==> images/logic_types.png <==
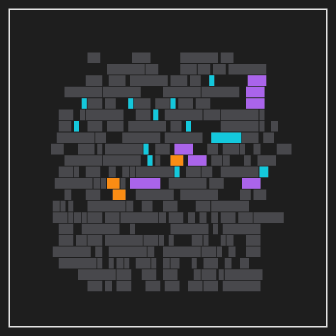
==> images/congestion.png <==
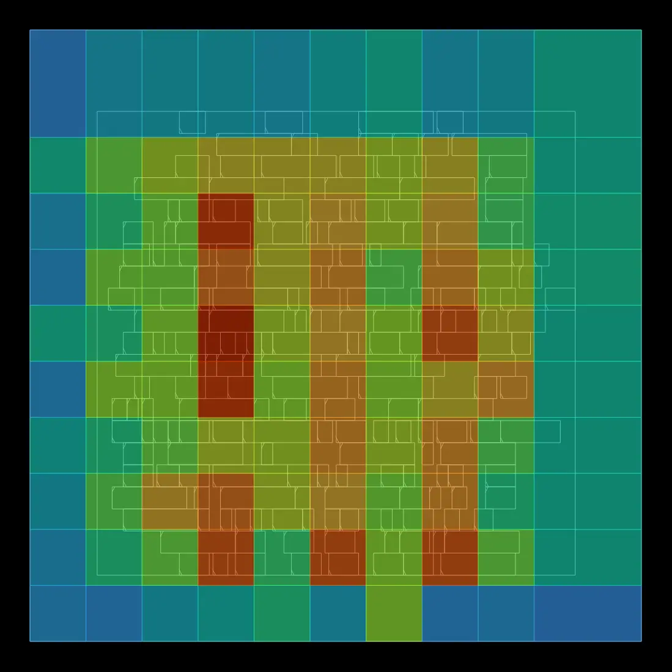
--- src/rtl/signmag_pkg.sv ---
// Shared definitions for the sign-magnitude reconstruction datapath:
// default width, FSM state encoding and counter sizing.
package signmag_pkg;

  localparam int unsigned SM_WIDTH = 8;

  typedef enum logic [1:0] {
    ST_IDLE  = 2'd0,
    ST_SHIFT = 2'd1,
    ST_DONE  = 2'd2
  } state_t;

  // Bit counter needs to reach WIDTH-1; never narrower than one bit.
  function automatic int unsigned cnt_width(input int unsigned w);
    return (w > 1) ? $clog2(w) : 1;
  endfunction

  localparam int unsigned SM_CNT_W = cnt_width(SM_WIDTH);

endpackage

--- src/rtl/signmag_reconstructor_full_adder.sv ---
// Single-bit full adder cell used by the bit-serial arithmetic.
module full_adder (
  input  logic a,
  input  logic b,
  input  logic cin,
  output logic sum,
  output logic cout
);

  assign sum  = a ^ b ^ cin;
  assign cout = (a & b) | (a & cin) | (b & cin);

endmodule

--- src/rtl/signmag_reconstructor.sv ---
// Bit-serial rebuild of a = sign ? b-d : b+d, LSB first, with range flag.
// Subtraction is b + ~d + 1 using carry-in = sign.
module signmag_reconstructor
  import signmag_pkg::*;
#(
  parameter int unsigned WIDTH = SM_WIDTH
) (
  input  logic             clk,
  input  logic             rst,
  input  logic             start,
  input  logic [WIDTH-1:0] b,
  input  logic [WIDTH-1:0] d,
  input  logic             sign,
  output logic             busy,
  output logic             done,
  output logic [WIDTH-1:0] a,
  output logic             range_err
);

  localparam int unsigned     CNT_W = cnt_width(WIDTH);
  localparam logic [CNT_W-1:0] LAST  = CNT_W'(WIDTH - 1);

  state_t             r_state;
  state_t             w_next;
  logic [WIDTH-1:0]   r_b;
  logic [WIDTH-1:0]   r_d;
  logic [WIDTH-1:0]   r_res;
  logic [WIDTH-1:0]   r_a;
  logic [CNT_W-1:0]   r_cnt;
  logic               r_sign;
  logic               r_carry;
  logic               r_err;
  logic               w_sum;
  logic               w_cout;
  logic               w_accept;
  logic               w_last;
  logic [WIDTH-1:0]   w_res_next;

  full_adder u_fa (
    .a    (r_b[0]),
    .b    (r_d[0] ^ r_sign),
    .cin  (r_carry),
    .sum  (w_sum),
    .cout (w_cout)
  );

  assign w_accept   = (r_state == ST_IDLE) && start;
  assign w_last     = (r_state == ST_SHIFT) && (r_cnt == LAST);
  assign w_res_next = {w_sum, r_res[WIDTH-1:1]};

  always_ff @(posedge clk or posedge rst) begin
    if (rst) r_state <= ST_IDLE;
    else     r_state <= w_next;
  end

  always_comb begin
    w_next = r_state;
    busy   = 1'b0;
    done   = 1'b0;
    case (r_state)
      ST_IDLE: begin
        if (start) w_next = ST_SHIFT;
      end
      ST_SHIFT: begin
        busy = 1'b1;
        if (r_cnt == LAST) w_next = ST_DONE;
      end
      ST_DONE: begin
        busy   = 1'b1;
        done   = 1'b1;
        w_next = ST_IDLE;
      end
      default: w_next = ST_IDLE;
    endcase
  end

  always_ff @(posedge clk or posedge rst) begin
    if (rst) begin
      r_b     <= '0;
      r_d     <= '0;
      r_res   <= '0;
      r_a     <= '0;
      r_cnt   <= '0;
      r_sign  <= 1'b0;
      r_carry <= 1'b0;
      r_err   <= 1'b0;
    end else if (w_accept) begin
      r_b     <= b;
      r_d     <= d;
      r_res   <= '0;
      r_cnt   <= '0;
      r_sign  <= sign;
      r_carry <= sign;
    end else if (r_state == ST_SHIFT) begin
      r_b     <= r_b >> 1;
      r_d     <= r_d >> 1;
      r_res   <= w_res_next;
      r_carry <= w_cout;
      r_cnt   <= r_cnt + CNT_W'(1);
      // Final bit is still in flight, so a is taken from the next-result value.
      if (w_last) begin
        r_a   <= w_res_next;
        r_err <= r_sign ? ~w_cout : w_cout;
      end
    end
  end

  assign a         = r_a;
  assign range_err = r_err;

endmodule
--- config.mk ---
export PLATFORM = sky130hd
export DESIGN_NAME = signmag_reconstructor
export DESIGN_NICKNAME = d
export VERILOG_FILES = /design/src/rtl/signmag_pkg.sv /design/src/rtl/signmag_reconstructor_full_adder.sv /design/src/rtl/signmag_reconstructor.sv
export SDC_FILE = /design/constraint.sdc
export NUM_CORES = 1
export LEC_CHECK = 0
export CAP_MARGIN = 5
export CORE_MARGIN = 8
export CORE_UTILIZATION = 52
export CTS_CLUSTER_SIZE = 20
export DETAILED_ROUTE_END_ITERATION = 10
export PLACE_DENSITY = 0.82
export SYNTH_ARGS = -nofsm -noshare
export SYNTH_HDL_FRONTEND = slang
export SYNTH_SLANG_ARGS = --single-unit
--- constraint.sdc ---
create_clock -name clk -period 1.65 [get_ports clk]
set_input_delay 0.2475 -clock clk [delete_from_list [all_inputs] [get_ports clk]]
set_output_delay 0.2475 -clock clk [all_outputs]
set_load 0.03 [all_outputs]
==> summary.txt <==
fresh numbers from the pnr run: Starting Density=0.5439, vias=1166, top cell type's share of synthesized area=0.5335, Yosys Chip Area=1829 sq um, DRT Pass-1 Iters=4, count leader, synth=dfrtp_1, Synth Flop Type=dfrtp_1, Die Area=5672 sq um, gpl congestion=0.7462, CP top delay family=flip-flops, initial antenna violation count=0, sinks on the clock net=39, I/O Buffers=30, Antenna Cells=0, Leakage=1.093 nW, Sum Neg Setup Slack=0 ps, Post-Synthesis Cells=155, Post-Syn Area=1829 sq um, row count=21, I/O pin cnt=31, Tmin final=1582 ps, CTS tree=built, Unique cell types=23, critical-path maximum fanout=8, Cell Count, Final, Fillers Out=234, Post-synth ARST share=1.000, NumNets Final=214, pre-CTS setup slack=69.68 ps, status=finished clean, cell taking the most area after synthesis=dfrtp_1, endpoint class of the critical path=flip-flop, CP peak stage delay=400 ps, CORE AREA=3363 sq um, FF+latch area=975.9 sq um, final instance area=2181 sq um, worst vdd ir=872.2 uV, # DRC=0, yosys warns=0, post-synthesis sequential element count=39, Clk Tree Root Cell=clkbuf_4, ys cells=155, biggest area cells=dfrtp_1 53%, mux2i_1 12%, mux2_2 5.5%, first-pass GRT wire length=5319 microns, Initial DRC Count=52, CP Cell Sequence=inv_1 > ha_1 > nand2_4 > nor2_8 > mux2_2, RSZ-0062 raised after global routing=false, final period utilization=0.9585, class of the most critical setup path=flip-flop to flip-flop, DR vias/cell=4.983, clk buf depth=2, logic area=739.5 sq um, Overflow after GRT=0, FMAX=632.3 MHz, post-synthesis sequential area ratio=0.5335, headroom to the max-slew limit=0.6854, CP Launch Type=flip-flop, Post-Syn Nets=182, layout cells sized above 1=0.1277, EDFF count, synth=0, H-tree Lvls=2, top cells by count, synth=39 x dfrtp_1, 22 x mux2i_1, 18 x nand2_1, final slew viol count=0, Setup-failing EPs final=0, clock-pin slew on the worst setup and hold paths=120 ps, worst-skew pair later-pin latency=340 ps, max-cap violations=0, Hold Violations, Final=0, CP bufs+invs=1, Syn Area/Cell=11.80 sq um, hold buffer count at cts=0, Fin Clk Skew=11.52 ps, ANT nets after route=0, Area Growth Syn to Fin=19.22%, largest net degree at the start of global routing=40, # fillers=306, setup slack after layout=68.43 ps, dpl cells=226, GRT Util Overall=0.1252, Die Width=75.31 microns, vias in the first global route=1244, Crit path arrival time=1820 ps, tool warnings=29, Hold/Removal Path Class=input pin to asynchronous set/reset pin, cell area power density=1706 nW/um^2, Inserted Clock Buffers=5, Slowest-stage cell, CP=dfrtp_1, post-DP HPWL=2313 microns, routed wire length=3203 microns, final hold slack=307.4 ps, die height=75.31 microns, Worst-Margin Slew=471.9 ps, placed cell area=2140 sq um, Worst EP required=1890 ps
## Picture notes: logic_types.png
| color | family | cells |
|---|---|---|
| orange | XOR/XNOR gates | 3 |
| purple | adder and majority cells | 7 |
| cyan | NOR gates | 12 |

## Picture notes: congestion.png
met1 track utilization from global routing: 0.1277
Avg WL per Cell: 13.69 microns
post-route core utilization: 0.6484

[per-layer routing]
layer / GRT usage / up-vias / routed length [microns]
li1: - / 581 / -
met1: 0.1277 / 561 / 1341
met2: 0.2176 / 19 / 1638
met3: 0.04868 / 5 / 157
met4: 0.06397 / 0 / 65
met5: 0 / - / 0
[area by class of cell]
class	instances	share of cell area
sequential	39	0.4475
multi-input combinational	100	0.3391
timing repair buffer	34	0.1520
tap	46	0.02639
clock buffer	7	0.02065
inverter	7	0.01205
clock inverter	1	0.002295
[kinds of logic (layout without fill, tap and decap cells)]
kind of cell               after synthesis  after routing  synth area share
AOI/OAI and AO/OA                       25             25           0.07250
DFF                                     39             39            0.5335
and+or+nand+nor                         34             34           0.08960
adders and majority gates                7              7           0.05198
xor gates and xnor gates                 3              3           0.01437
muxes                                   31             31            0.1758
buffers and inverters                   16             49           0.06224
[metrics by stage]
stage	util	total power (W)
floorplan	-	0.002941
global placement	0.6362	0.003250
detailed placement	0.6362	0.003340
CTS	0.6488	0.003771
global route	0.6484	0.004008
finish	0.6484	0.003720
[registers in the layout (all words and copies together), names as in the netlist]
register / flops
r_state: 2
r_cnt: 3
r_b: 8
r_carry: 1
r_sign: 1
r_d: 8
range_err: 1
a: 8
r_res: 7
[timing repair]
item	CTS	global route
setup endpoints to repair	8	3
gates resized	10	4
gates cloned	0	0
buffers inserted	0	0
[worst reg2reg max path, delay by kind of cell (launching register included)]
kind                     cells  cell delay, ps
multiplexers                 1             350
flip-flops                   1             400
adder cells (fa/ha/maj)      1             320
AND/OR/NAND/NOR              2             280
buffers and inverters        1             110
[power by group]
group	leakage, nW	internal [W]	total [W]	switching [W]
clock	0.0293	0.000166	0.000465	0.000299
sequential	0.502	0.00134	0.00157	0.000225
combinational	0.562	0.000786	0.00169	0.000904
total	1.09	0.00229	0.00372	0.00143
[final timing paths]
check                                start        to  slack [ps]  cells after the start
max in group asynchronous              rst    r_d[7]        1000                      3
worst max-delay path            r_state[1]      a[1]          70                      5
min in group clk                      d[0]    r_d[0]         440                      3
worst min-delay path                   rst  r_res[4]         310                      3
worst max register to register  r_state[1]      a[1]          70                      5
worst min register to register        a[7]      a[7]         520                      2
[cell usage in the layout, fill, tap and decap left out, drive strengths merged]
cell type      synthesis  routed
a211oi                 1       1
a21oi                  1       1
and2                   1       1
buf                    8       6
clkbuf                 1       7
clkdlybuf4s50          0      19
clkinv                 0       1
dfrtp                 39      39
dlygate4sd2            0       7
dlymetal6s2s           0       2
fa                     1       1
ha                     6       6
inv                    7       7
mux2                   9       9
mux2i                 22      22
nand2                 19      19
nand2b                 2       2
nor2                  11      11
nor2b                  1       1
o21a                   1       1
o21ai                 21      21
o31ai                  1       1
xnor2                  3       3
No activity file was given, so power comes from the tool's default toggle rates.
